`src/rtl/config_initiator.sv`:
```
// rtl/config_initiator.sv - OCP configuration-bus master fed by a request FIFO
// Issues one buffered read/write at a time and returns each completion in order.
module config_initiator #(
  parameter int FIFO_DEPTH     = 4,
  parameter int TIMEOUT_CYCLES = 64
) (
  input  logic        clk,
  input  logic        reset,
  input  logic        req_valid,
  output logic        req_ready,
  input  logic        req_wr,
  input  logic [13:0] req_addr,
  input  logic [31:0] req_wdata,
  output logic        rsp_valid,
  input  logic        rsp_ready,
  output logic [31:0] rsp_rdata,
  output logic        rsp_err,
  output logic        busy,
  output logic [2:0]  ocp_config_m_MCmd,
  output logic [31:0] ocp_config_m_MAddr,
  output logic [31:0] ocp_config_m_MData,
  output logic [3:0]  ocp_config_m_MByteEn,
  output logic        ocp_config_m_MRespAccept,
  input  logic [1:0]  ocp_config_s_SResp,
  input  logic [31:0] ocp_config_s_SData,
  input  logic        ocp_config_s_SCmdAccept
);

  localparam int AW = $clog2(FIFO_DEPTH);
  localparam int PW = AW + 1;
  localparam int CW = $clog2(TIMEOUT_CYCLES + 1);
  localparam logic [CW-1:0] CNT_LAST = CW'(TIMEOUT_CYCLES - 1);

  typedef enum logic [1:0] {S_IDLE, S_CMD, S_RESP, S_DONE} state_t;

  state_t         state_q;
  logic [CW-1:0]  cnt_q;
  logic           cmd_wr_q;
  logic [2:0]     mcmd_q;
  logic [31:0]    maddr_q;
  logic [31:0]    mdata_q;
  logic [3:0]     mbyteen_q;
  logic           mrespaccept_q;
  logic           rsp_valid_q;
  logic [31:0]    rsp_rdata_q;
  logic           rsp_err_q;

  logic           fifo_wr_q    [FIFO_DEPTH];
  logic [13:0]    fifo_addr_q  [FIFO_DEPTH];
  logic [31:0]    fifo_wdata_q [FIFO_DEPTH];
  logic [PW-1:0]  wr_ptr_q, wr_ptr_d, rd_ptr_q, rd_ptr_d;
  logic           fifo_empty, fifo_full, push, pop;
  logic           head_wr;
  logic [13:0]    head_addr;
  logic [31:0]    head_wdata;

  // Extra pointer bit distinguishes full from empty when the indices match.
  assign fifo_empty = (wr_ptr_q == rd_ptr_q);
  assign fifo_full  = (wr_ptr_q[AW] != rd_ptr_q[AW]) &&
                      (wr_ptr_q[AW-1:0] == rd_ptr_q[AW-1:0]);
  assign push       = req_valid && !fifo_full;
  assign pop        = (state_q == S_IDLE) && !fifo_empty;
  assign wr_ptr_d   = push ? wr_ptr_q + PW'(1) : wr_ptr_q;
  assign rd_ptr_d   = pop  ? rd_ptr_q + PW'(1) : rd_ptr_q;

  assign head_wr    = fifo_wr_q[rd_ptr_q[AW-1:0]];
  assign head_addr  = fifo_addr_q[rd_ptr_q[AW-1:0]];
  assign head_wdata = fifo_wdata_q[rd_ptr_q[AW-1:0]];

  always_ff @(posedge clk or posedge reset) begin
    if (reset) begin
      wr_ptr_q <= '0;
      rd_ptr_q <= '0;
    end else begin
      wr_ptr_q <= wr_ptr_d;
      rd_ptr_q <= rd_ptr_d;
    end
  end

  always_ff @(posedge clk) begin
    if (push) begin
      fifo_wr_q[wr_ptr_q[AW-1:0]]    <= req_wr;
      fifo_addr_q[wr_ptr_q[AW-1:0]]  <= req_addr;
      fifo_wdata_q[wr_ptr_q[AW-1:0]] <= req_wdata;
    end
  end

  always_ff @(posedge clk or posedge reset) begin
    if (reset) begin
      state_q       <= S_IDLE;
      cnt_q         <= '0;
      cmd_wr_q      <= 1'b0;
      mcmd_q        <= 3'b000;
      maddr_q       <= '0;
      mdata_q       <= '0;
      mbyteen_q     <= 4'b0000;
      mrespaccept_q <= 1'b0;
      rsp_valid_q   <= 1'b0;
      rsp_rdata_q   <= '0;
      rsp_err_q     <= 1'b0;
    end else begin
      case (state_q)
        S_IDLE: begin
          if (!fifo_empty) begin
            cmd_wr_q  <= head_wr;
            mcmd_q    <= head_wr ? 3'b001 : 3'b010;
            maddr_q   <= {13'b0, head_addr, 5'b0};
            mdata_q   <= head_wr ? head_wdata : 32'h0;
            mbyteen_q <= 4'b1111;
            cnt_q     <= '0;
            state_q   <= S_CMD;
          end
        end
        S_CMD: begin
          if (ocp_config_s_SCmdAccept || cnt_q == CNT_LAST) begin
            mcmd_q    <= 3'b000;
            maddr_q   <= '0;
            mdata_q   <= '0;
            mbyteen_q <= 4'b0000;
            cnt_q     <= '0;
          end else begin
            cnt_q <= cnt_q + CW'(1);
          end
          // Accept wins over a timeout landing in the same cycle.
          if (ocp_config_s_SCmdAccept) begin
            mrespaccept_q <= 1'b1;
            state_q       <= S_RESP;
          end else if (cnt_q == CNT_LAST) begin
            rsp_valid_q <= 1'b1;
            rsp_rdata_q <= '0;
            rsp_err_q   <= 1'b1;
            state_q     <= S_DONE;
          end
        end
        S_RESP: begin
          if (ocp_config_s_SResp != 2'b00) begin
            mrespaccept_q <= 1'b0;
            rsp_valid_q   <= 1'b1;
            rsp_rdata_q   <= (cmd_wr_q || ocp_config_s_SResp[1]) ? 32'h0 : ocp_config_s_SData;
            rsp_err_q     <= ocp_config_s_SResp[1];
            cnt_q         <= '0;
            state_q       <= S_DONE;
          end else if (cnt_q == CNT_LAST) begin
            mrespaccept_q <= 1'b0;
            rsp_valid_q   <= 1'b1;
            rsp_rdata_q   <= '0;
            rsp_err_q     <= 1'b1;
            cnt_q         <= '0;
            state_q       <= S_DONE;
          end else begin
            cnt_q <= cnt_q + CW'(1);
          end
        end
        S_DONE: begin
          if (rsp_ready) begin
            rsp_valid_q <= 1'b0;
            rsp_rdata_q <= '0;
            rsp_err_q   <= 1'b0;
            state_q     <= S_IDLE;
          end
        end
        default: state_q <= S_IDLE;
      endcase
    end
  end

  assign req_ready                = !fifo_full;
  assign busy                     = !fifo_empty || (state_q != S_IDLE);
  assign rsp_valid                = rsp_valid_q;
  assign rsp_rdata                = rsp_rdata_q;
  assign rsp_err                  = rsp_err_q;
  assign ocp_config_m_MCmd        = mcmd_q;
  assign ocp_config_m_MAddr       = maddr_q;
  assign ocp_config_m_MData       = mdata_q;
  assign ocp_config_m_MByteEn     = mbyteen_q;
  assign ocp_config_m_MRespAccept = mrespaccept_q;

endmodule
```
`config.mk`:
```
export PLATFORM = sky130hd
export DESIGN_NAME = config_initiator
export DESIGN_NICKNAME = d
export VERILOG_FILES = /design/src/rtl/config_initiator.sv
export SDC_FILE = /design/constraint.sdc
export NUM_CORES = 1
export LEC_CHECK = 0
export CAP_MARGIN = 15
export CORE_MARGIN = 8
export CORE_UTILIZATION = 45
export DETAILED_ROUTE_END_ITERATION = 10
export PLACE_DENSITY = 0.72
export SLEW_MARGIN = 0
export SYNTH_ARGS = -nofsm -noshare
export SYNTH_HDL_FRONTEND = slang
export SYNTH_SLANG_ARGS = --single-unit
```
`constraint.sdc`:
```
create_clock -name clk -period 3.5 [get_ports clk]
set_input_delay 0.875 -clock clk [delete_from_list [all_inputs] [get_ports clk]]
set_output_delay 0.875 -clock clk [all_outputs]
set_load 0.01 [all_outputs]
```
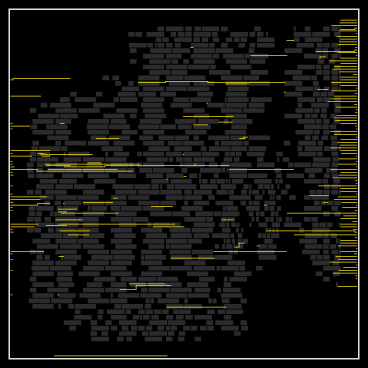
*Signal wires on met3*
Scale: 2 px per um. Cells faint in the background.
nets with wire on the layer = 157
share of all routed wire = 7.7%

==> impl_metrics.csv <==
group,metric,value,unit
layout,most-common-layout-cells,"edfxtp_1, clkdlybuf4s50_1, dfrtp_1",
power_and_ir_drop,p_per_area,854,mW/mm^2
min_path,hp-start,"ocp_config_m_MCmd[0]$_DFFE_PP0P_",
setup_path,crit_fanout,24,
setup_path,arrival,2.27,ns
routing,ant_nets,0,
yosys,syn-cell-area,0.0112,sq mm
grt,grt_pass1_wl,38800,um
setup_path,slowest_stage,"dfrtp_4",
power_and_ir_drop,p_clk_share,26.2,%
setup_path,cp_top_family,"flip-flops",
routing,vias,5954,
run_status,status,"complete, no violations",
min_path,hold_path.class,"reg2reg",
routing,wl_per_cell,21.6,um
setup_path,path_class,"reg2out",
clocking,post_cts_buffers,0,
layout,lay_top_count,"edfxtp_1",
routing,highest_layer,"met5",
yosys,yosys_warnings,0,
setup_path,end_kind,"output port",
layout,largest_reg_flops,128,
routing,initialDrtViolationCount,395,
die,core_region_area,0.0248,sq mm
routing,viasPerCell,5.26,
run,cap_violations,0,
layout,drive_above_1_share,17.1,%
yosys,ys_seq_elements,288,
layout,buf_share,13.3,%
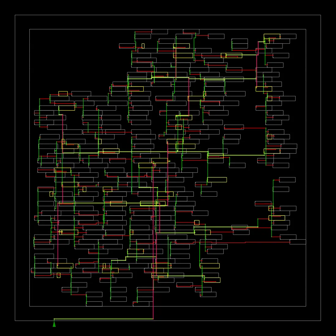
*The clock network*
clk sinks: 288
clkbuf count: 36
Late-Pin Clk Latency: 0.54 ns
TritonCTS Buffers: 29

-- metrics by stage --
stage | util [%] | instance area [sq um] | instances | hold WS (ns) | setup slack, ns
after floorplan | - | 11300 | 612 | 0.448 | 0.00622
after global placement | 53.7 | 13300 | 1077 | 0.464 | 0.799
after detailed placement | 53.7 | 13300 | 1077 | 0.482 | 0.750
after CTS | 57.8 | 14300 | 1131 | 0.502 | 0.297
after global routing | 57.8 | 14300 | 1131 | 0.509 | 0.213
final | 57.8 | 14300 | 1131 | 0.492 | 0.351
-- power by group through the flow --
| stage | Clock, W | Sequential [W] | Combinational [W] |
|---|---|---|---|
| after global routing | 0.00342 | 0.00510 | 0.00436 |
| final | 0.00321 | 0.00500 | 0.00404 |
| after global placement | 0 | 0.00502 | 0.00398 |
| after CTS | 0.00329 | 0.00502 | 0.00413 |
| after floorplan | 0 | 0.00504 | 0.00253 |
| after detailed placement | 0 | 0.00507 | 0.00410 |
-- cells in the mapped netlist, types with 6 or more instances --
library cell and count:
nand2_1 6, buf_2 16, a21oi_1 6, and2_1 6, mux2_1 8, ha_1 12, mux4_2 47, edfxtp_1 188
mux2_2 10, a22o_1 66, buf_4 25, clkbuf_1 7, nor2b_1 18, nor2_1 8, dfrtp_1 100, inv_1 10
-- cell families after synthesis --
kind of cell | after synthesis | share of synthesized area (%)
flip-flops | 288 | 72.5
AND-OR/OR-AND | 100 | 7.62
multiplexers | 67 | 11.4
buffers and inverters | 62 | 3.29
AND/OR/NAND/NOR | 54 | 2.83
adder cells (fa/ha/maj) | 12 | 1.34
XOR/XNOR | 10 | 0.980
other | 1 | 0.0334
Power figures rest on the tool's default switching activity, not on a simulated workload.
